===== src/rtl/ps2_host_tx.sv =====
// ps2_host_tx: sends one command byte from the host to a PS/2 device.
//
// A frame runs through these steps:
//   1. Inhibit: hold the clock line low.
//   2. Request: pull data low to form the start bit, then release the clock.
//   3. Send: shift out 8 data bits LSB first, then odd parity, then the stop bit.
//      The device's falling clock edges pace each bit.
//   4. Acknowledge: on the next falling edge, sample the device's ack bit.
//   5. Wait for both lines to go idle, then pulse done.
// If the device stops clocking, a timeout aborts the frame and releases the bus.
//
// Ports:
//   clk, resetn           system clock; asynchronous active-low reset
//   tx_data, tx_valid     command byte and request strobe
//   tx_ready              high in IDLE; accept = tx_valid && tx_ready
//   ps2_clk, ps2_data     raw pad senses (asynchronous)
//   ps2_clk_oe            1 pulls the clock line low
//   ps2_data_oe           1 pulls the data line low
//   busy                  high in every state except IDLE
//   done                  one-cycle pulse at the end of a frame
//   ack_ok                device acknowledged with 0; held until the next accept
//   err_timeout           frame aborted by timeout; held until the next accept
module ps2_host_tx #(
  parameter int unsigned INHIBIT_CYCLES = 5000,
  parameter int unsigned TIMEOUT_CYCLES = 750000
) (
  input  logic       clk,
  input  logic       resetn,
  input  logic [7:0] tx_data,
  input  logic       tx_valid,
  output logic       tx_ready,
  input  logic       ps2_clk,
  input  logic       ps2_data,
  output logic       ps2_clk_oe,
  output logic       ps2_data_oe,
  output logic       busy,
  output logic       done,
  output logic       ack_ok,
  output logic       err_timeout
);

  localparam int unsigned InhW = (INHIBIT_CYCLES < 2) ? 1 : $clog2(INHIBIT_CYCLES + 1);
  localparam int unsigned TmoW = (TIMEOUT_CYCLES < 2) ? 1 : $clog2(TIMEOUT_CYCLES + 1);
  localparam logic [InhW-1:0] InhLast = InhW'(INHIBIT_CYCLES - 1);
  localparam logic [TmoW-1:0] TmoLast = TmoW'(TIMEOUT_CYCLES - 1);

  typedef enum logic [2:0] {
    StIdle,
    StInhibit,
    StReq,
    StSend,
    StAck,
    StWaitIdle,
    StDone
  } state_e;

  state_e          r_state;
  logic [9:0]      r_shreg;
  logic [3:0]      r_cnt;
  logic [InhW-1:0] r_inh;
  logic [TmoW-1:0] r_tmo;
  logic            r_clk_oe;
  logic            r_data_oe;
  logic            r_done;
  logic            r_ack_ok;
  logic            r_err;

  // Pad synchronizers. Reset to 1 because an idle bus reads high.
  logic r_clk_s1, r_clk_s2, r_clk_h;
  logic r_data_s1, r_data_s2;
  logic r_fe;
  logic w_clk_fe;
  logic w_tmo_hit;

  always_ff @(posedge clk or negedge resetn) begin
    if (!resetn) begin
      r_clk_s1  <= 1'b1;
      r_clk_s2  <= 1'b1;
      r_clk_h   <= 1'b1;
      r_data_s1 <= 1'b1;
      r_data_s2 <= 1'b1;
      r_fe      <= 1'b0;
    end else begin
      r_clk_s1  <= ps2_clk;
      r_clk_s2  <= r_clk_s1;
      r_clk_h   <= r_clk_s2;
      r_data_s1 <= ps2_data;
      r_data_s2 <= r_data_s1;
      r_fe      <= w_clk_fe;
    end
  end

  assign w_clk_fe  = r_clk_h & ~r_clk_s2;
  assign w_tmo_hit = (r_tmo >= TmoLast);

  always_ff @(posedge clk or negedge resetn) begin
    if (!resetn) begin
      r_state   <= StIdle;
      r_shreg   <= 10'h3ff;
      r_cnt     <= 4'd0;
      r_inh     <= '0;
      r_tmo     <= '0;
      r_clk_oe  <= 1'b0;
      r_data_oe <= 1'b0;
      r_done    <= 1'b0;
      r_ack_ok  <= 1'b0;
      r_err     <= 1'b0;
    end else begin
      r_done <= 1'b0;
      unique case (r_state)
        StIdle: begin
          r_clk_oe  <= 1'b0;
          r_data_oe <= 1'b0;
          if (tx_valid) begin
            // Frame order on the wire after the start bit: data LSB first, odd parity, stop.
            r_shreg  <= {1'b1, ~^tx_data, tx_data};
            r_ack_ok <= 1'b0;
            r_err    <= 1'b0;
            r_cnt    <= 4'd0;
            r_inh    <= '0;
            r_clk_oe <= 1'b1;
            r_state  <= StInhibit;
          end
        end
        StInhibit: begin
          if (r_inh == InhLast) begin
            r_data_oe <= 1'b1;
            r_state   <= StReq;
          end else begin
            r_inh <= r_inh + 1'b1;
          end
        end
        StReq: begin
          // Release the clock so the device starts clocking. The start bit stays
          // on the line until the first falling edge.
          r_clk_oe <= 1'b0;
          r_tmo    <= TmoW'(1);
          r_state  <= StSend;
        end
        StSend, StAck, StWaitIdle: begin
          if (w_tmo_hit) begin
            r_clk_oe  <= 1'b0;
            r_data_oe <= 1'b0;
            r_err     <= 1'b1;
            r_ack_ok  <= 1'b0;
            r_done    <= 1'b1;
            r_state   <= StDone;
          end else begin
            r_tmo <= r_tmo + 1'b1;
            if (r_state == StSend) begin
              if (r_fe) begin
                r_data_oe <= ~r_shreg[0];
                r_shreg   <= {1'b1, r_shreg[9:1]};
                r_cnt     <= r_cnt + 4'd1;
                // On the 10th edge the stop bit (1) goes out, which releases data.
                if (r_cnt == 4'd9) r_state <= StAck;
              end
            end else if (r_state == StAck) begin
              if (r_fe) begin
                r_ack_ok <= ~r_data_s2;
                r_cnt    <= r_cnt + 4'd1;
                r_state  <= StWaitIdle;
              end
            end else begin
              if (r_clk_s2 && r_data_s2) begin
                r_done  <= 1'b1;
                r_state <= StDone;
              end
            end
          end
        end
        StDone: begin
          r_state <= StIdle;
        end
        default: begin
          r_clk_oe  <= 1'b0;
          r_data_oe <= 1'b0;
          r_state   <= StIdle;
        end
      endcase
    end
  end

  assign tx_ready    = (r_state == StIdle);
  assign busy        = (r_state != StIdle);
  assign ps2_clk_oe  = r_clk_oe;
  assign ps2_data_oe = r_data_oe;
  assign done        = r_done;
  assign ack_ok      = r_ack_ok;
  assign err_timeout = r_err;

endmodule


===== config.mk =====
export PLATFORM = sky130hd
export DESIGN_NAME = ps2_host_tx
export DESIGN_NICKNAME = d
export VERILOG_FILES = /design/src/rtl/ps2_host_tx.sv
export SDC_FILE = /design/constraint.sdc
export NUM_CORES = 1
export LEC_CHECK = 0
export CAP_MARGIN = 20
export CORE_UTILIZATION = 45
export DETAILED_ROUTE_END_ITERATION = 10
export GPL_ROUTABILITY_DRIVEN = 0
export GPL_TIMING_DRIVEN = 0
export PLACE_DENSITY = 0.74
export SLEW_MARGIN = 20
export SYNTH_ARGS = -nofsm -noshare
export SYNTH_HDL_FRONTEND = slang
export SYNTH_SLANG_ARGS = --single-unit

===== constraint.sdc =====
create_clock -name clk -period 5.1 [get_ports clk]
set_input_delay 0.765 -clock clk [delete_from_list [all_inputs] [get_ports clk]]
set_output_delay 0.765 -clock clk [all_outputs]
set_load 0.01 [all_outputs]

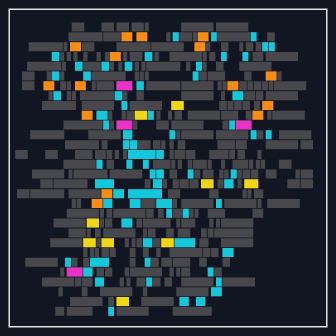
Fig. 1. Gate families picked out.
- multiplexers: yellow (cells 9; most used mux2i_1)
- XOR/XNOR gates: orange (cells 15; most used xnor2_1)
- adder and majority cells: magenta (cells 4; most used ha_1)
- inverting AOI/OAI gates: cyan (cells 67; most used a21oi_1)

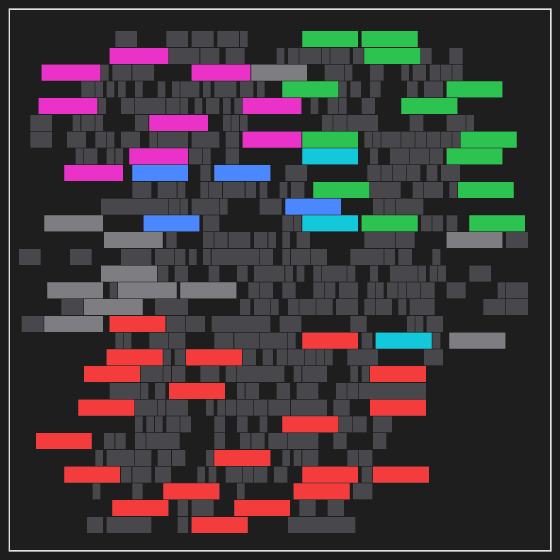
Fig. 2. Sequential cells coloured by netlist name.
Other sequential cells in the stronger grey, the rest of the logic in the fainter grey.
- `r_shreg`: magenta (flops 9)
- `r_inh`: green (flops 13)
- `r_cnt`: blue (flops 4)
- `r_tmo`: red (flops 20)
- `r_state`: cyan (flops 3)
- not coloured: 11
post-layout utilization of the core: 55.9%
fraction of standard cell area that is sequential: 39.1%
combined flip-flop and latch cell area: 1520 um2
Power Sequential: 683 uW

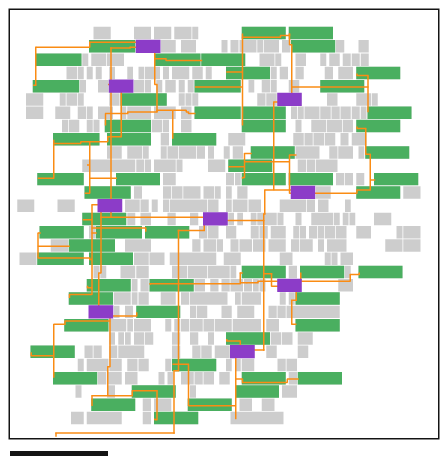
Fig. 3. Clock distribution.
Scale bar: 20 um.
- clock wires: orange (length 791 um)
- flip-flops: green (count 60)
- cells driving clock nets: purple (count 9)
- routed clock nets: 10
clock insertion delay at the later pin of the skew report: 0.33 ns
clock network fraction of design power: 36.4%
power attributed to the clock group: 534 uW

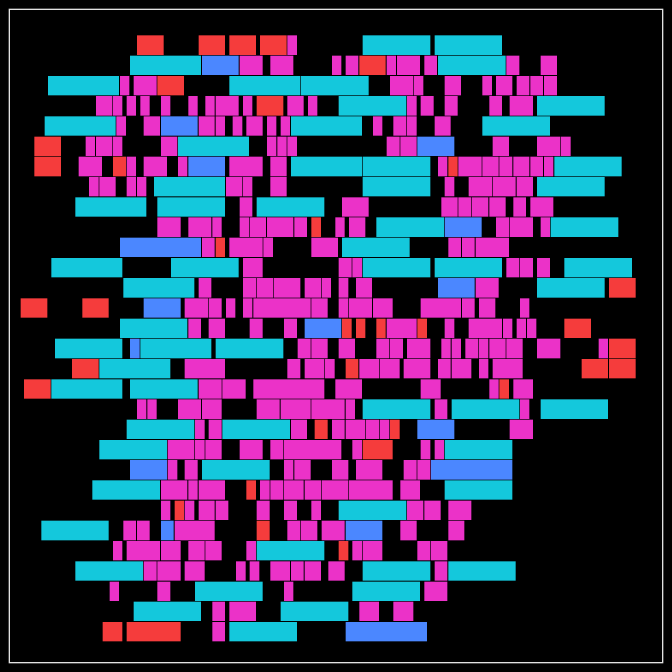
Fig. 4. Placed cells, one colour a class.
- flip-flops: cyan (cells 60; share of their area 40%)
- clock drivers and dummy loads: blue (cells 16; share of their area 6.7%)
- all other logic: magenta (cells 273; share of their area 45%)
- other buffers and delay cells: red (cells 37; share of their area 7.5%)
Row Count: 30
area of all placed cells without fillers: 3880 um2

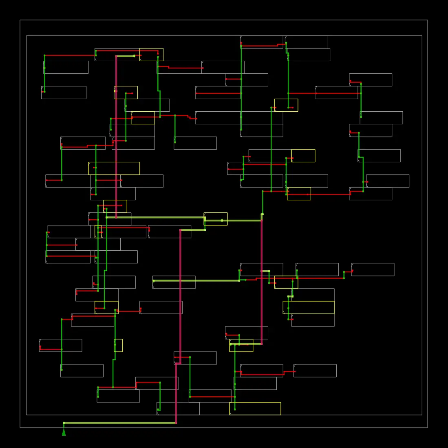
Fig. 5. The clock network.
number of CTS-inserted buffers: 9
Worst Clk Skew: 0.00683 ns
CTS Sinks: 60
layout clock buffer count: 12
final sequential cell count: 60

==> impl_results.html <==
<h2>Synthesis and place &amp; route</h2>
<table>
<tr><th>Metric</th><th>Value</th></tr>
<tr><th colspan="2">STA</th></tr>
<tr><td>Final Hold Violating Endpoints</td><td>0</td></tr>
<tr><td>Max-slew headroom</td><td>around 45%</td></tr>
<tr><td>Unrepaired setup endpoints after global routing</td><td>false</td></tr>
<tr><th colspan="2">Final layout</th></tr>
<tr><td>Logic area</td><td>1690 um2</td></tr>
<tr><td>N_diodes</td><td>0</td></tr>
<tr><td>Commonest non-fill, non-tap cells in the layout</td><td>sky130_fd_sc_hd__nand2_1 (47), sky130_fd_sc_hd__dfrtp_1 (46), sky130_fd_sc_hd__nor2_1 (32)</td></tr>
<tr><td>Layout Nets</td><td>398</td></tr>
<tr><td>Synth-to-Final Area Change</td><td>17.5%</td></tr>
<tr><th colspan="2">Synth</th></tr>
<tr><td>Share of flip-flops with an asynchronous set or reset</td><td>100%</td></tr>
<tr><td>Count of yosys warnings during synthesis</td><td>0</td></tr>
<tr><td>Yosys xor share</td><td>around 4.0%</td></tr>
<tr><td>Area fraction in mux cells</td><td>2.76%</td></tr>
<tr><th colspan="2">Placed design</th></tr>
<tr><td>Setup WS pre-CTS</td><td>slightly above 2 ns</td></tr>
<tr><th colspan="2">Detailed routing</th></tr>
<tr><td>Final wirelength</td><td>about 7000 um</td></tr>
<tr><th colspan="2">GRT</th></tr>
<tr><td>Overall fraction of global-route tracks in use</td><td>between 20% and 30%</td></tr>
<tr><td>Layer with the highest usage after global routing</td><td>met2</td></tr>
<tr><th colspan="2">Worst setup path</th></tr>
<tr><td>Critical Setup Path Class</td><td>reg -&gt; out</td></tr>
<tr><td>CP delay by family, top</td><td>buffers and inverters</td></tr>
<tr><td>Worst reg-to-reg path cell count</td><td>7</td></tr>
<tr><td>Reg2reg setup slack</td><td>2.74 ns</td></tr>
<tr><th colspan="2">Die</th></tr>
<tr><td>Tap cells</td><td>about 96</td></tr>
<tr><th colspan="2">Power and ir drop</th></tr>
<tr><td>Sw power</td><td>roughly 390 uW</td></tr>
<tr><td>Combinational Power</td><td>252 uW</td></tr>
<tr><th colspan="2">Outcome</th></tr>
<tr><td>Outcome</td><td>complete, no violations</td></tr>
<tr><th colspan="2">CTS</th></tr>
<tr><td>Post-CTS clock slew at the launch and capture registers of the worst setup and hold paths</td><td>0.07 ns</td></tr>
</table>
-- flip-flops by register name, summed over array words and instances, names as in the netlist --
name,cells
r_clk_s2,1
r_tmo,20
r_state,3
r_inh,13
r_clk_h,1
r_data_s2,1
ps2_data_oe,1
r_clk_s1,1
ack_ok,1
r_cnt,4
r_fe,1
err_timeout,1
r_shreg,9
r_data_s1,1
done,1
ps2_clk_oe,1
-- Yosys cell counts (all sizes together), types with 5 or more instances --
master and instances:
a21oi 17, a31oi 12, and3 6, buf 6
clkbuf 11, dfrtp 46, dfstp 14, inv 5
mux2i 8, nand2 47, nand3 22, nand4 10
nor2 32, nor3 6, o211ai 7, o21ai 16
or2 6, or3 9, xnor2 10, xor2 5
Power is estimated from default activity; no workload was simulated.
